**config.mk**
```make
export PLATFORM = sky130hd
export DESIGN_NAME = esm_issue_buffer
export DESIGN_NICKNAME = d
export VERILOG_FILES = /design/src/rtl/esm_issue_buffer_pkg.sv /design/src/rtl/esm_scoreboard.sv /design/src/rtl/esm_issue_buffer.sv
export SDC_FILE = /design/constraint.sdc
export NUM_CORES = 2
export LEC_CHECK = 0
export CAP_MARGIN = 15
export CORE_ASPECT_RATIO = 0.9
export CORE_MARGIN = 2
export CORE_UTILIZATION = 45
export CTS_BUF_LIST = sky130_fd_sc_hd__clkbuf_8
export DETAILED_ROUTE_END_ITERATION = 8
export PLACE_DENSITY = 0.63
export SYNTH_ARGS = -nofsm -noshare
export SYNTH_HDL_FRONTEND = slang
export SYNTH_SLANG_ARGS = --single-unit
```
**constraint.sdc**
```tcl
create_clock -name clk -period 23 [get_ports clk]
set_input_delay 3.45 -clock clk [delete_from_list [all_inputs] [get_ports clk]]
set_output_delay 3.45 -clock clk [all_outputs]
set_load 0.03 [all_outputs]
```
**src/rtl/esm_issue_buffer_pkg.sv**
```systemverilog
// Shared sizes, RV32 register-field positions and field extractors for the
// ESM issue buffer and its scoreboard.
package esm_issue_buffer_pkg;

    localparam int INSTR_W = 32;
    localparam int REGNUM  = 32;
    localparam int BS      = 16;
    localparam int IW      = $clog2(BS);
    localparam int RW      = $clog2(REGNUM);
    localparam int FIELD_W = 5;
    localparam int RD_LSB  = 7;
    localparam int RS1_LSB = 15;
    localparam int RS2_LSB = 20;

    function automatic logic [FIELD_W-1:0] get_rd(input logic [INSTR_W-1:0] instr);
        return instr[RD_LSB +: FIELD_W];
    endfunction

    function automatic logic [FIELD_W-1:0] get_rs1(input logic [INSTR_W-1:0] instr);
        return instr[RS1_LSB +: FIELD_W];
    endfunction

    function automatic logic [FIELD_W-1:0] get_rs2(input logic [INSTR_W-1:0] instr);
        return instr[RS2_LSB +: FIELD_W];
    endfunction

endpackage

```
**src/rtl/esm_scoreboard.sv**
```systemverilog
// Register busy bits: set by an accepted producer dispatch, cleared by writeback.
// x0 can never become busy.
module esm_scoreboard
    import esm_issue_buffer_pkg::*;
(
    input  logic          clk,
    input  logic          rst,
    input  logic          set_en,
    input  logic [RW-1:0] set_rd,
    input  logic          clr_en,
    input  logic [RW-1:0] clr_rd,
    input  logic [RW-1:0] rs1_addr,
    input  logic [RW-1:0] rs2_addr,
    input  logic [RW-1:0] waw_addr,
    output logic          rs1_busy,
    output logic          rs2_busy,
    output logic          waw_busy
);

    logic [REGNUM-1:0] busy_q;
    logic [REGNUM-1:0] busy_d;

    // Next busy vector. A set and a clear of the same register can only coincide
    // when that register was idle (WAW stall), so the set wins.
    always_comb begin
        busy_d = busy_q;
        if (clr_en) begin
            busy_d[clr_rd] = 1'b0;
        end else begin
            busy_d[clr_rd] = busy_q[clr_rd];
        end
        if (set_en) begin
            busy_d[set_rd] = 1'b1;
        end else begin
            busy_d[set_rd] = busy_d[set_rd];
        end
        busy_d[0] = 1'b0;
    end

    // Busy-bit register.
    always_ff @(posedge clk or posedge rst) begin
        if (rst) begin
            busy_q <= {REGNUM{1'b0}};
        end else begin
            busy_q <= busy_d;
        end
    end

    assign rs1_busy = busy_q[rs1_addr];
    assign rs2_busy = busy_q[rs2_addr];
    assign waw_busy = busy_q[waw_addr];

endmodule

```
**src/rtl/esm_issue_buffer.sv**
```systemverilog
// Issue buffer: slot-addressed capture from dispatch, scoreboard-based operand
// tracking with writeback wakeup, lowest-index-first issue over valid/ready.
module esm_issue_buffer
    import esm_issue_buffer_pkg::*;
(
    input  logic               clk,
    input  logic               rst,
    input  logic               dispatch_valid,
    output logic               dispatch_ready,
    input  logic [INSTR_W-1:0] Instr_in,
    input  logic               ALUSrc,
    input  logic               RegWrite,
    input  logic [IW-1:0]      buffer_index,
    input  logic               wb_valid,
    input  logic [RW-1:0]      wb_rd,
    output logic               issue_valid,
    input  logic               issue_ready,
    output logic [INSTR_W-1:0] issue_instr,
    output logic               issue_ALUSrc,
    output logic               issue_RegWrite,
    output logic [IW-1:0]      issue_index,
    output logic [IW:0]        occupancy
);

    logic [BS-1:0]              valid_q, valid_d;
    logic [BS-1:0]              alusrc_q, alusrc_d;
    logic [BS-1:0]              regwrite_q, regwrite_d;
    logic [BS-1:0]              rdy1_q, rdy1_d;
    logic [BS-1:0]              rdy2_q, rdy2_d;
    logic [BS-1:0][INSTR_W-1:0] instr_q, instr_d;
    logic [IW:0]                occ_q, occ_d;

    logic [RW-1:0] in_rd_s, in_rs1_s, in_rs2_s;
    logic          rs1_busy_s, rs2_busy_s, waw_busy_s;
    logic          in_rdy1_s, in_rdy2_s, disp_fire_s, iss_fire_s;
    logic [BS-1:0] ready_s, sel_oh_s;
    logic [BS:0]   seen_s;
    logic [IW-1:0] sel_idx_s;

    assign in_rd_s  = get_rd(Instr_in);
    assign in_rs1_s = get_rs1(Instr_in);
    assign in_rs2_s = get_rs2(Instr_in);

    esm_scoreboard u_scoreboard (
        .clk      (clk),
        .rst      (rst),
        .set_en   (disp_fire_s && RegWrite),
        .set_rd   (in_rd_s),
        .clr_en   (wb_valid),
        .clr_rd   (wb_rd),
        .rs1_addr (in_rs1_s),
        .rs2_addr (in_rs2_s),
        .waw_addr (in_rd_s),
        .rs1_busy (rs1_busy_s),
        .rs2_busy (rs2_busy_s),
        .waw_busy (waw_busy_s)
    );

    assign dispatch_ready = !valid_q[buffer_index]
                          && !(RegWrite && (in_rd_s != {RW{1'b0}}) && waw_busy_s);
    assign disp_fire_s    = dispatch_valid && dispatch_ready;

    // A writeback landing in the dispatch cycle counts as already ready.
    assign in_rdy1_s = (in_rs1_s == {RW{1'b0}}) || !rs1_busy_s || (wb_valid && (wb_rd == in_rs1_s));
    assign in_rdy2_s = ALUSrc || (in_rs2_s == {RW{1'b0}}) || !rs2_busy_s
                     || (wb_valid && (wb_rd == in_rs2_s));

    assign ready_s   = valid_q & rdy1_q & rdy2_q;
    assign seen_s[0] = 1'b0;

    generate
        for (genvar g = 0; g < BS; g++) begin : g_prio
            assign sel_oh_s[g]   = ready_s[g] & ~seen_s[g];
            assign seen_s[g + 1] = seen_s[g] | ready_s[g];
        end
    endgenerate

    // One-hot to index; at most one bit of sel_oh_s is set.
    always_comb begin
        sel_idx_s = {IW{1'b0}};
        for (int i = 0; i < BS; i++) begin
            sel_idx_s = sel_idx_s | (sel_oh_s[i] ? IW'(i) : {IW{1'b0}});
        end
    end

    assign issue_valid    = seen_s[BS];
    assign iss_fire_s     = issue_valid && issue_ready;
    assign issue_instr    = issue_valid ? instr_q[sel_idx_s] : {INSTR_W{1'b0}};
    assign issue_ALUSrc   = issue_valid ? alusrc_q[sel_idx_s] : 1'b0;
    assign issue_RegWrite = issue_valid ? regwrite_q[sel_idx_s] : 1'b0;
    assign issue_index    = sel_idx_s;
    assign occupancy      = occ_q;

    // Per-entry next state: capture on dispatch, otherwise wakeup and issue-free.
    always_comb begin
        valid_d    = valid_q;
        alusrc_d   = alusrc_q;
        regwrite_d = regwrite_q;
        rdy1_d     = rdy1_q;
        rdy2_d     = rdy2_q;
        instr_d    = instr_q;
        for (int i = 0; i < BS; i++) begin
            if (disp_fire_s && (buffer_index == IW'(i))) begin
                valid_d[i]    = 1'b1;
                instr_d[i]    = Instr_in;
                alusrc_d[i]   = ALUSrc;
                regwrite_d[i] = RegWrite;
                rdy1_d[i]     = in_rdy1_s;
                rdy2_d[i]     = in_rdy2_s;
            end else begin
                valid_d[i] = valid_q[i] & ~(iss_fire_s & sel_oh_s[i]);
                rdy1_d[i]  = rdy1_q[i] | (wb_valid & valid_q[i] & (get_rs1(instr_q[i]) == wb_rd));
                rdy2_d[i]  = rdy2_q[i] | (wb_valid & valid_q[i] & (get_rs2(instr_q[i]) == wb_rd));
            end
        end
        occ_d = occ_q + {{IW{1'b0}}, disp_fire_s} - {{IW{1'b0}}, iss_fire_s};
    end

    // Entry and occupancy registers.
    always_ff @(posedge clk or posedge rst) begin
        if (rst) begin
            valid_q    <= {BS{1'b0}};
            alusrc_q   <= {BS{1'b0}};
            regwrite_q <= {BS{1'b0}};
            rdy1_q     <= {BS{1'b0}};
            rdy2_q     <= {BS{1'b0}};
            instr_q    <= {(BS*INSTR_W){1'b0}};
            occ_q      <= {(IW+1){1'b0}};
        end else begin
            valid_q    <= valid_d;
            alusrc_q   <= alusrc_d;
            regwrite_q <= regwrite_d;
            rdy1_q     <= rdy1_d;
            rdy2_q     <= rdy2_d;
            instr_q    <= instr_d;
            occ_q      <= occ_d;
        end
    end

endmodule

```
class_map.png
Bar = 100 µm.
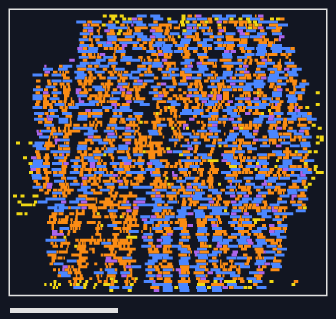
| class | color | cells | share of their area |
|---|---|---|---|
| remaining logic cells | orange | 1976 | 46% |
| registers | blue | 628 | 44% |
| remaining buffers and delay cells | yellow | 142 | 3.6% |
| clock drivers and dummy loads | purple | 190 | 6.2% |
post-layout util: 50.5%
fin area: 37100 µm²
standard-cell row count: 94
sequential share of cell area: 42.4%

clock_wires.png
Bar = 100 µm.
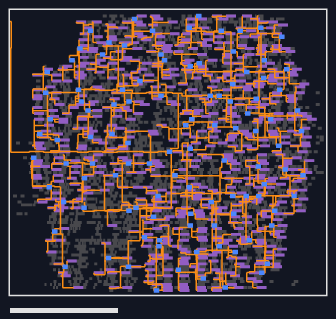
[clock wires] orange | length: 8620 µm
[flip-flops] purple | count: 628
[clock-net drivers] blue | count: 106
flops lie: spread over the die
skew final: 0.0527 ns
Latency at later pin: 0.75 ns

==> results.sh <==
# source this file to load flow results
export IMPL_drtIter0Drc=2465
export IMPL_die_area_um2=76500
export IMPL_place_congestion=0.869
export IMPL_nNetsFinal=2908
export IMPL_cts_max_level=3
export IMPL_r2r_cells=17
export IMPL_tns_ns=0
export IMPL_synth_cell_types=72
export IMPL_yosysSeqAreaShare_pct=47.0
export IMPL_grt_total_usage_pct=25.9
export IMPL_synth_nets=2922
export IMPL_outcome="complete, no violations"
export IMPL_setup_violations=0
export IMPL_fin_crit_sh_pct=47.2
export IMPL_max_freq_ghz=0.0921
export IMPL_yosys_area_top_type="dfrtp_1"
export IMPL_cts_hold_buf=0
export IMPL_finalHoldViolCount=0
export IMPL_ys_ff=628
export IMPL_timing_rr_start="valid_q[2]$_DFF_PP0_"
export IMPL_min_path_cells=1
export IMPL_core_util_floorplan_pct=45.6
export IMPL_top_cell_area_share_pct=47.0
export IMPL_topCellsByArea="dfrtp_1, mux2_2, mux2i_1, xor2_1, nand2_1"
export IMPL_synth_edff_count=0
export IMPL_r2r_end="occupancy[4]$_DFF_PP0_"
export IMPL_cp_max_fo=147
export IMPL_avgSynthCellArea_um2=11.7
export IMPL_min_path_type="reg2reg"
export IMPL_grt_pass1_wl_um=153000
export IMPL_cts_max_path_buffers=3
export IMPL_wl_per_cell_um=25.6
export IMPL_synthFlopType="dfrtp_1"
export IMPL_placed_area_um2=34800
export IMPL_grt_max_degree=196
export IMPL_clkSlewWorstSetupHoldPaths_ns=0.06
export IMPL_timing_final_crit_period_ns=10.86
export IMPL_cts_tree="done"
export IMPL_clock_sinks=628
export IMPL_warning_count=36
export IMPL_ys_area_um2=33400
export IMPL_root_buffer="clkbuf_8"
export IMPL_min_to="instr_q[204]$_DFFE_PP0P_"
export IMPL_antenna_found_initial=7
export IMPL_avgViaCountPerCell=6.20
export IMPL_die_h_um=263
export IMPL_cts_setup_buffers=0
export IMPL_rsz0062_at_grt="no"
export IMPL_detail_route_antenna_nets=0
export IMPL_async_flop_share_pct=100
export IMPL_top_cell="dfrtp_1"
export IMPL_maxCapViolCount=0
export IMPL_final_seq_area_um2=15700
export IMPL_crit_path_end_kind="primary output"
export IMPL_dpl_hpwl_um=59100
export IMPL_numCtsBuffers=106
export IMPL_pre_cts_ws_ns=12.78
export IMPL_maxSlewViolCount=0
export IMPL_ys_cells=2868
export IMPL_setup_ws_ns=12.14
export IMPL_cts_resized=0
export IMPL_crit_arrival_ns=7.41
export IMPL_drt_pass1_iterations=5
export IMPL_drive_above_1_share_pct=28.1
export IMPL_yosysWarnings=0
export IMPL_crit_required_ns=19.55
export IMPL_place_inst=3705
export IMPL_crit_type="reg2out"
export IMPL_grt_pass1_vias=25000
export IMPL_start_kind="flip-flop"
export IMPL_max_slew_worst_pin_slew_ns=1.20
export IMPL_overflow=0
export IMPL_ios=93
export IMPL_syn_instance_count=2868
export IMPL_fp_coreArea_um2=73400
export IMPL_area_delta_synth_final_pct=10.8
export IMPL_regToRegSetupSlack_ns=17.37
export IMPL_ys_top_cells_by_count="dfrtp_1, mux2_2, nand2_1, clkbuf_1, mux2i_1"
export IMPL_comb_area_um2=16300
export IMPL_slew_headroom_pct=19.7
export IMPL_portBuffers=92
export IMPL_worstHoldStart="instr_q[204]$_DFFE_PP0P_"
export IMPL_fp_dieW_um=291
export IMPL_synthesis_area_um2=33400
export IMPL_drc=0
placed.png
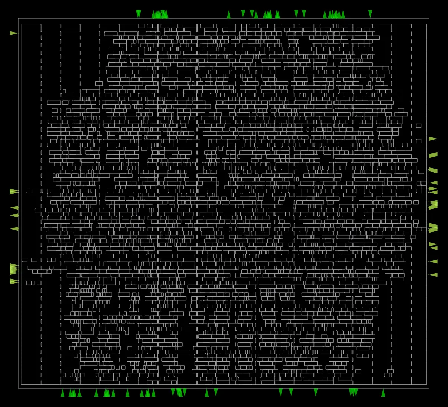
fillers: 6468
Well Taps: 960
final sequential cell count: 628
Cell Count, Final, Fillers Out: 3897

m2.png
Cells faint in the background.
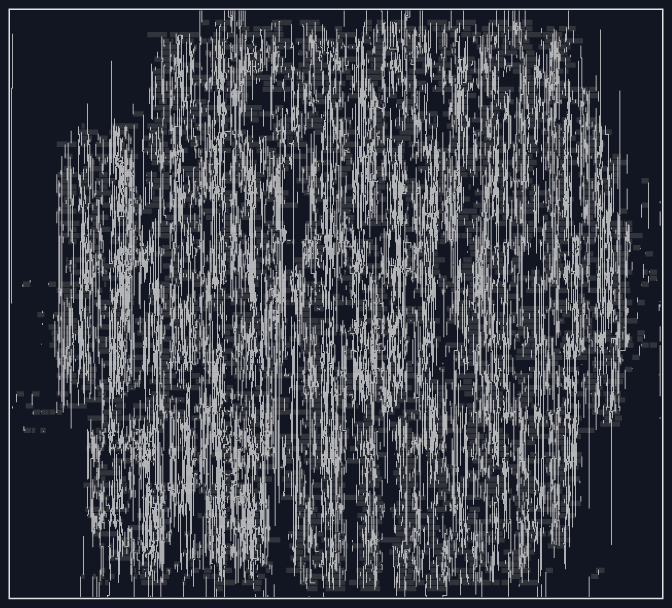
wire length on this layer: 45.2 mm
main direction: vertical
longest straight run: 134 µm
nets with wire on the layer: 2548
met2 usage: 40.3%
DRT Wirelength: 99700 µm
Vias: 24.2k

state kept, by name, summed over array words and instances (netlist names):
register,count
alusrc_q,16
rdy2_q,16
u_scoreboard.busy_q,31
valid_q,16
regwrite_q,16
rdy1_q,16
occupancy,5
instr_q,512
worst max path at each step:
stage	endpoint	cells after the start	slack (ns)	startpoint
after global routing	issue_instr[17]	11	11.86	valid_q[2]$_DFF_PP0_
after CTS	issue_instr[17]	11	12.32	valid_q[2]$_DFF_PP0_
after detailed placement	dispatch_ready	7	12.78	Instr_in[10]
after floorplan	alusrc_q[0]$_DFFE_PP0P_	1	1.96	rst
final	issue_instr[17]	11	12.14	valid_q[2]$_DFF_PP0_
after global placement	dispatch_ready	7	12.87	Instr_in[10]
layer usage:
layer  part of all wire (%)  vias to the layer above  global-route usage [%]
met5                 0.0090                        -                       0
met4                    3.4                        2                    9.50
met3                    7.0                      208                    5.14
met2                     45                      945                    40.3
met1                     44                    12500                    36.0
li1                       -                    10500                       -
kinds of logic after synthesis:
logic type | count (synthesis) | synth area share [%]
AND/OR/NAND/NOR | 549 | 8.43
adder cells (fa/ha/maj) | 6 | 0.247
AND-OR/OR-AND | 431 | 9.53
buffers and inverters | 344 | 4.73
XOR/XNOR | 175 | 4.58
flip-flops | 628 | 47.0
multiplexers | 735 | 25.5
final cells by class:
class                      instances  share of cell area, %
sequential                       628                   42.4
timing repair buffer             142                   3.52
antenna                            1                0.00675
inverter                          80                  0.851
clock buffer                     140                   5.20
clock inverter                    50                  0.817
tap                              960                   3.24
multi-input combinational       1896                   44.0
worst max-delay path, stage by stage, from the launching register on:
cell	delay, ns
dfrtp_1	0.43
nand3_1	0.17
nand4_1	0.55
o32ai_4	0.44
buf_4	0.68
a21oi_4	0.12
inv_8	0.78
buf_4	0.92
a211oi_1	0.21
a2111oi_0	1.03
and4_1	0.42
clkdlybuf4s50_1	0.70
placed cells by master (no fill, tap or decap), types with 41 or more instances in the layout:
master	Yosys	final
buf_4	8	45
nor2_1	60	57
clkdlybuf4s50_1	0	83
nand2_1	254	254
xor2_1	138	138
a22oi_1	41	41
mux2_2	531	531
a21oi_1	50	49
nand3_1	66	63
a211oi_1	71	71
dfrtp_1	628	628
inv_1	79	112
mux2i_1	150	150
clkbuf_8	0	140
per-stage QoR:
step | hold slack (ns)
after global routing | 0.511
after global placement | 0.475
after floorplan | 0.464
after detailed placement | 0.491
final | 0.501
after CTS | 0.504
